$ cat config.mk
export PLATFORM = sky130hd
export DESIGN_NAME = taxi_axil_reg_slice
export DESIGN_NICKNAME = d
export VERILOG_FILES = /design/src/rtl/taxi_axil_reg_slice.sv
export SDC_FILE = /design/constraint.sdc
export NUM_CORES = 1
export LEC_CHECK = 0
export ABC_AREA = 0
export CAP_MARGIN = 20
export CORE_UTILIZATION = 51
export DETAILED_ROUTE_END_ITERATION = 8
export PLACE_DENSITY = 0.84
export SETUP_SLACK_MARGIN = 0.5
export SYNTH_ARGS = -nofsm -noshare
export SYNTH_HDL_FRONTEND = slang
export SYNTH_SLANG_ARGS = --single-unit
$ cat constraint.sdc
create_clock -name clk -period 4.7 [get_ports clk]
set_input_delay 0.705 -clock clk [delete_from_list [all_inputs] [get_ports clk]]
set_output_delay 0.705 -clock clk [all_outputs]
set_load 0.03 [all_outputs]
$ cat src/rtl/taxi_axil_reg_slice.sv
// ============================================================================
// taxi_axil_reg_slice : single-channel AXI4-Lite register slice
//   bypass / simple buffer / skid buffer, 1-8 cascaded stages, occupancy out
//   optional: TAXI_AXIL_REG_SLICE_STATS_EN adds the xfer_count port
// Revision: 1.0
// ============================================================================
`default_nettype none

module taxi_axil_reg_slice #(
  parameter int DATA_W   = 32,
  parameter int REG_TYPE = 2,
  parameter int STAGES   = 1
) (
  input  logic                             clk,
  input  logic                             rst,
  input  logic [DATA_W-1:0]                s_data,
  input  logic                             s_valid,
  output logic                             s_ready,
  output logic [DATA_W-1:0]                m_data,
  output logic                             m_valid,
  input  logic                             m_ready,
  output logic [$clog2(2*STAGES+1)-1:0]    occupancy
`ifdef TAXI_AXIL_REG_SLICE_STATS_EN
  ,
  output logic [31:0]                      xfer_count
`endif
);

  localparam int c_occ_w = $clog2(2*STAGES+1);

  generate
    if (REG_TYPE == 0) begin : g_bypass
      logic w_unused;
      assign w_unused  = ^{1'b0, clk, rst};
      assign m_data    = s_data;
      assign m_valid   = s_valid;
      assign s_ready   = m_ready;
      assign occupancy = '0;
    end else begin : g_slice
      // Index k is the s-side of stage k; index k+1 is its m-side.
      logic [STAGES:0][DATA_W-1:0] w_data;
      logic [STAGES:0]             w_valid;
      logic [STAGES:0]             w_ready;
      logic [STAGES-1:0]           w_occ0;
      logic [STAGES-1:0]           w_occ1;
      logic [c_occ_w-1:0]          w_occ_sum;

      assign w_data[0]       = s_data;
      assign w_valid[0]      = s_valid;
      assign s_ready         = w_ready[0];
      assign m_data          = w_data[STAGES];
      assign m_valid         = w_valid[STAGES];
      assign w_ready[STAGES] = m_ready;

      for (genvar k = 0; k < STAGES; k++) begin : g_stage
        if (REG_TYPE == 1) begin : g_simple
          logic [DATA_W-1:0] data_q, data_d;
          logic              full_q, full_d;
          logic              rdy_q;

          always_comb begin
            full_d = full_q;
            data_d = data_q;
            if (rdy_q && w_valid[k]) begin
              full_d = 1'b1;
              data_d = w_data[k];
            end else if (full_q && w_ready[k+1]) begin
              full_d = 1'b0;
            end
          end

          always_ff @(posedge clk) begin
            if (rst) begin
              full_q <= 1'b0;
              rdy_q  <= 1'b0;
            end else begin
              full_q <= full_d;
              rdy_q  <= !full_d;
            end
          end

          always_ff @(posedge clk) begin
            data_q <= data_d;
          end

          assign w_ready[k]   = rdy_q;
          assign w_valid[k+1] = full_q;
          assign w_data[k+1]  = data_q;
          assign w_occ0[k]    = full_q;
          assign w_occ1[k]    = 1'b0;
        end else begin : g_skid
          logic [DATA_W-1:0] out_data_q, out_data_d;
          logic [DATA_W-1:0] skid_data_q, skid_data_d;
          logic              out_valid_q, out_valid_d;
          logic              skid_valid_q, skid_valid_d;
          logic              rdy_q;
          logic              w_acc;
          logic              w_drain;

          assign w_acc   = rdy_q && w_valid[k];
          assign w_drain = out_valid_q && w_ready[k+1];

          always_comb begin
            out_data_d   = out_data_q;
            out_valid_d  = out_valid_q;
            skid_data_d  = skid_data_q;
            skid_valid_d = skid_valid_q;
            if (!out_valid_q || w_drain) begin
              // Skid holds the older entry, so it always goes first.
              if (skid_valid_q) begin
                out_data_d   = skid_data_q;
                out_valid_d  = 1'b1;
                skid_valid_d = 1'b0;
              end else begin
                out_valid_d = w_acc;
                if (w_acc) begin
                  out_data_d = w_data[k];
                end
              end
            end else if (w_acc) begin
              skid_valid_d = 1'b1;
              skid_data_d  = w_data[k];
            end
          end

          always_ff @(posedge clk) begin
            if (rst) begin
              out_valid_q  <= 1'b0;
              skid_valid_q <= 1'b0;
              rdy_q        <= 1'b0;
            end else begin
              out_valid_q  <= out_valid_d;
              skid_valid_q <= skid_valid_d;
              rdy_q        <= !skid_valid_d;
            end
          end

          always_ff @(posedge clk) begin
            out_data_q  <= out_data_d;
            skid_data_q <= skid_data_d;
          end

          assign w_ready[k]   = rdy_q;
          assign w_valid[k+1] = out_valid_q;
          assign w_data[k+1]  = out_data_q;
          assign w_occ0[k]    = out_valid_q;
          assign w_occ1[k]    = skid_valid_q;
        end
      end

      always_comb begin
        w_occ_sum = '0;
        for (int i = 0; i < STAGES; i++) begin
          w_occ_sum = w_occ_sum + c_occ_w'(w_occ0[i]) + c_occ_w'(w_occ1[i]);
        end
      end

      assign occupancy = w_occ_sum;
    end
  endgenerate

`ifdef TAXI_AXIL_REG_SLICE_STATS_EN
  logic [31:0] xfer_count_q;

  always_ff @(posedge clk) begin
    if (rst) begin
      xfer_count_q <= '0;
    end else if (m_valid && m_ready) begin
      xfer_count_q <= xfer_count_q + 32'd1;
    end
  end

  assign xfer_count = xfer_count_q;
`endif

endmodule

`default_nettype wire

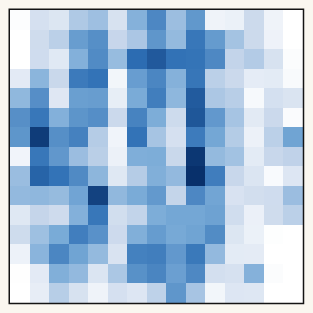
*Wiring heat map*
(4 px per micron) 15 x 15 tiles, from white (low) to dark blue (high), scaled to the fullest tile. Values are wire area over tile area, all layers added.
mean over tiles: 0.13
fullest tile: 0.36
nearly empty tiles: 6.7%
total routed wirelength: 4660 microns
vias: 1281
post-DR wirelength/cell: 17.7 microns
Tot GR Track Use: 19.4%

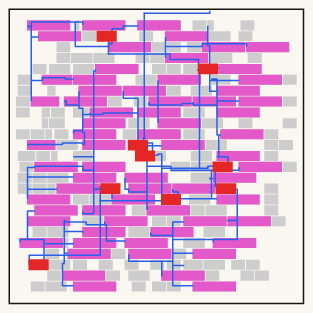
*Clock network drawn from the DEF*
(4 px per micron)
[clock-net drivers] red | count: 9
[flip-flops] magenta | count: 67
[clock wires] blue | length: 807 microns
flops lie: widely spread
routed clock nets: 10

==> job_summary.md <==
## Synthesis and layout report

| Metric | Value |
|---|---|
| VDD IR-drop max | 0.251 mV |
| Final count of hold timing violations | 0 |
| Worst r2r path cells | 2 |
| Pins over their slew limit | 0 |
| Worst Hold Class | flop to flop |
| Height of the die | 73.2 microns |
| Area share of and-or/or-and cells after synthesis | 0.774% |
| Final setup viols | 0 |
| Post-cts sizing count | 0 |
| Global-route wire length before repair | 7170 microns |
| Final std cell area, no fill | 3520 sq um |
| Diode count | 0 |
| Most instantiated library cell after synthesis | edfxtp_1 |
| Areal power density over the cells | 358 nW/um^2 |
| Least-Margin Pin Slew | 1.08 ns |
| YS chip area | 2590 sq um |
| Die width | 73.2 microns |
| Placed wire-length estimate after detailed placement | 3010 microns |
| Registers, synthesis | 67 |
| Average cell area after synthesis | 23.1 sq um |
| Floorplan-stage core utilization | 54.0% |
| Main flop type | edfxtp_1 |
| Count of flip-flops with a built-in enable after synthesis | 64 |
| Fill cell total of the finished layout | 287 |
| Biggest combinational cell group after synthesis | multiplexers |
| Crit Path Max Fanout | 34 |
| Synth warnings | 0 |
| Adder-Cell Fraction of Synth Area | 0.484% |
| Post-synthesis cell area | 2590 sq um |
| Core region area | 4790 sq um |
| Pin count of the biggest net entering global routing | 35 |
| Area Growth Syn to Fin | 36.0% |
| Required time of the critical path | 3.99 ns |
| Number of max-cap violations | 0 |
| Detail-routed via count per cell | 4.87 |
| Number of post-CTS setup repair buffers | 0 |
| Number of nets in the final layout | 228 |
| Simple-gate share of the synthesized area | 1.06% |
| Unique cell type count in the Yosys netlist | 14 |
| Most instantiated cells after synthesis | 64 x edfxtp_1, 30 x mux2_4, 3 x buf_12, 3 x dfxtp_1 |
| Portion of the post-synthesis area used by sequential elements | 76.6% |
| Max clock buf depth | 2 |
| Share of flip-flops with an asynchronous set or reset | 0% |
| Worst hold path endpoint | m_data[8]$_DFFE_PP_ |
| Unrepaired setup endpoints after global routing | false |
| Worst hold path depth | 1 |
| Antenna Violating Nets Remaining | 0 |
| Flop-to-flop setup slack | 2.25 ns |
| Number of warnings in the stage logs | 26 |
| Maximum clock frequency | 325 MHz |
| Worst max-slew margin expressed relative to the limit | 28.3% |
| Capturing element type of the critical path | output pin |
| Post-Synth XOR/XNOR Area | 0% |
| Worst min-delay path startpoint | g_slice.g_stage[0].g_skid.skid_data_q[8]$_DFFE_PP_ |
| Detailed Routing Iterations Pass 1 | 4 |
| CTS Hold Bufs | 0 |
| Instance area after placement | 3330 sq um |
| Boundary Pins | 72 |
| Initial DRC Count | 67 |
| Type of element launching the critical path | flop |
| CTS tree | yes |
| Setup TNS Final | 0 ns |
| Overall die area | 5360 sq um |
| CTS sink count | 67 |
| Reg2reg start | g_slice.g_stage[0].g_skid.skid_valid_q$_SDFF_PP0_ |
| Root buffer cell | clkbuf_8 |
| DRC errors left | 0 |
| CTS H-Tree Depth | 3 |
| Fraction of final layout cells sized beyond drive strength 1 | 25.5% |
| Number of port buffers | 71 |
| CP Data Arrival Time | 2.38 ns |
| Leakage power summed over all cells | 1.24 nW |
| Syn Nets | 149 |
| Count of standard-cell rows | 25 |
| Outcome | finished, final reports clean |
| Worst-path clk slew | 0.07 ns |
| Time the worst path needs with I/O delays and setup | 3.08 ns |
| Layout Skew | 0.00711 ns |
| Reg-to-Reg End | m_data[12]$_DFFE_PP_ |
| Number of antenna violations at the first check in global routing | 0 |
| Via count of the first global-routing pass | 1359 |
| Mux frac, synth | 18.3% |
| GP Congestion | 0.654 |
| Top area cells in the synthesized netlist | edfxtp_1 74%, mux2_4 17%, buf_12 2.3%, dfxtp_1 2.3%, mux2_2 0.87% |
| CTS buffer count | 9 |
| Area fraction of the dominant cell type after synthesis | 74.3% |
| Yosys Instances | 112 |
| Synthesized instance count | 112 |
| Clk ins delay skew pair | 0.34 ns |
| Crit path kind | flop to output pin |
| Post-route fraction of the period consumed by the critical path | 65.6% |
| Cell type with the highest aggregate area in the netlist | edfxtp_1 |
| Total global routing overflow | 0 |
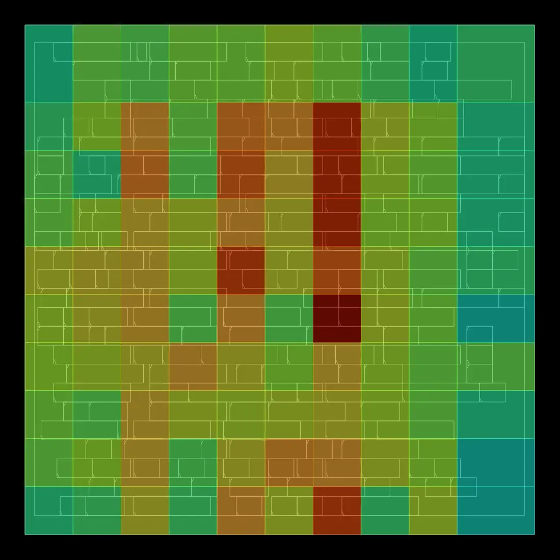
*Track usage over the die*
met1 Track Usage GR: 23.1%
GR met3 Demand/Resource: 6.49%
global-route layer with the greatest usage: met2
final standard cell utilization of the core: 73.5%

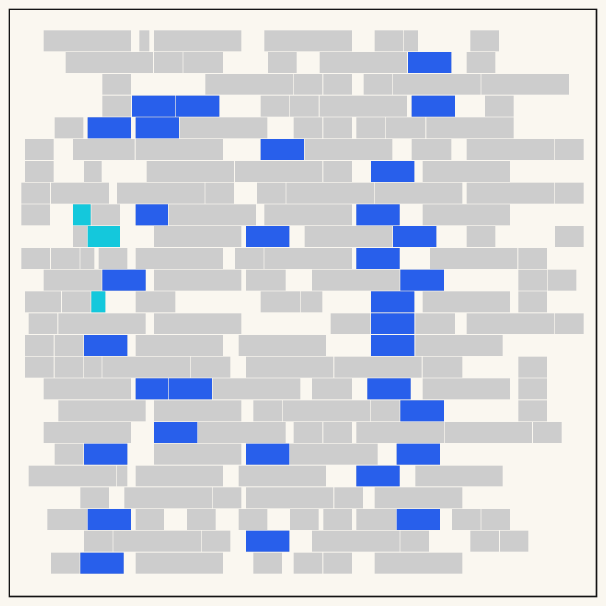
*Selected gate families*
(8 px per micron)
| family | colour | cells |
|---|---|---|
| nor cells | cyan | 3 |
| mux cells | blue | 32 |
proportion of cell area occupied by multi-input gates: 15.4%
top logic cell by instance count in the layout: clkdlybuf4s50_1
final cell count without fillers: 263

==> power by group <==
part	total [W]	internal [W]	switching, W
Combinational	0.000126	0.0000689	0.0000567
Sequential	0.000681	0.000674	0.00000648
Clock	0.000452	0.000247	0.000205
Total	0.00126	0.000990	0.000268
==> final cells by class <==
type,instances,area [sq um],share of cell area (%)
timing repair buffer,72,718,20.4
multi-input combinational,41,541,15.4
sequential,67,1980,56.4
tap,67,83.8,2.38
clock buffer,14,183,5.19
clock inverter,2,8.76,0.249
==> flip-flops by register name (all words and copies together), names as in the netlist <==
| name | count |
|---|---|
| g_slice.g_stage.g_skid.skid_data_q | 32 |
| m_data | 32 |
| g_slice.g_stage.g_skid.skid_valid_q | 1 |
| m_valid | 1 |
| s_ready | 1 |
==> layer usage <==
| layer | global-route usage, % | up-vias | part of all wire (%) | routed length (microns) |
|---|---|---|---|---|
| li1 | - | 599 | - | - |
| met1 | 23.1 | 637 | 41 | 1920 |
| met2 | 32.3 | 38 | 54 | 2500 |
| met3 | 6.49 | 7 | 3.6 | 169 |
| met4 | 8.50 | 0 | 1.5 | 72 |
| met5 | 0 | - | 0 | 0 |
==> logic make-up (layout without fill, tap and decap cells) <==
family          count (synthesis)  count (layout)
buf+inv                         4              88
compound gates                  3               3
flops                          67              67
mux                            32              32
simple gates                    5               5
fa+ha+maj                       1               1
==> per-stage QoR <==
| stage | hold slack (ns) | utilization, % | total power [W] | worst slack, ns | instances |
|---|---|---|---|---|---|
| 6_report | 0.553 | 73.5 | 0.00126 | 1.62 | 263 |
| 3_5_place_dp | 0.534 | 69.5 | 0.000820 | 1.93 | 247 |
| 5_1_grt | 0.567 | 73.5 | 0.00130 | 1.52 | 263 |
| 2_1_floorplan | 0.523 | - | 0.000753 | 2.11 | 112 |
| 3_3_place_gp | 0.516 | 69.5 | 0.000815 | 2.03 | 247 |
| 4_1_cts | 0.557 | 73.5 | 0.00127 | 1.61 | 263 |
==> layout by cell type (no fill, tap or decap), types with 2 or more instances in the layout <==
cell and instances:
clkdlybuf4s50_1 71, edfxtp_1 64, mux2_4 30, clkbuf_8 13, a21oi_1 2, mux2_2 2, dfxtp_1 2
==> worst max path at each step <==
stage                                                            startpoint                                                   to  depth (start not counted)
final                     g_slice.g_stage[0].g_skid.skid_valid_q$_SDFF_PP0_                                         occupancy[0]                          2
after global routing      g_slice.g_stage[0].g_skid.skid_valid_q$_SDFF_PP0_                                         occupancy[1]                          2
after CTS                 g_slice.g_stage[0].g_skid.skid_valid_q$_SDFF_PP0_                                         occupancy[0]                          2
after detailed placement                                            m_ready  g_slice.g_stage[0].g_skid.skid_data_q[18]$_DFFE_PP_                          4
after global placement    g_slice.g_stage[0].g_skid.skid_valid_q$_SDFF_PP0_                                         occupancy[0]                          2
after floorplan                                                     s_valid                                  m_data[0]$_DFFE_PP_                          2
==> worst max-delay path, cell delays in order, from the launching register on <==
cell	delay (ns)
dfxtp_2	1.04
ha_1	0.39
clkdlybuf4s50_1	0.59
Power is estimated from default activity; no workload was simulated.
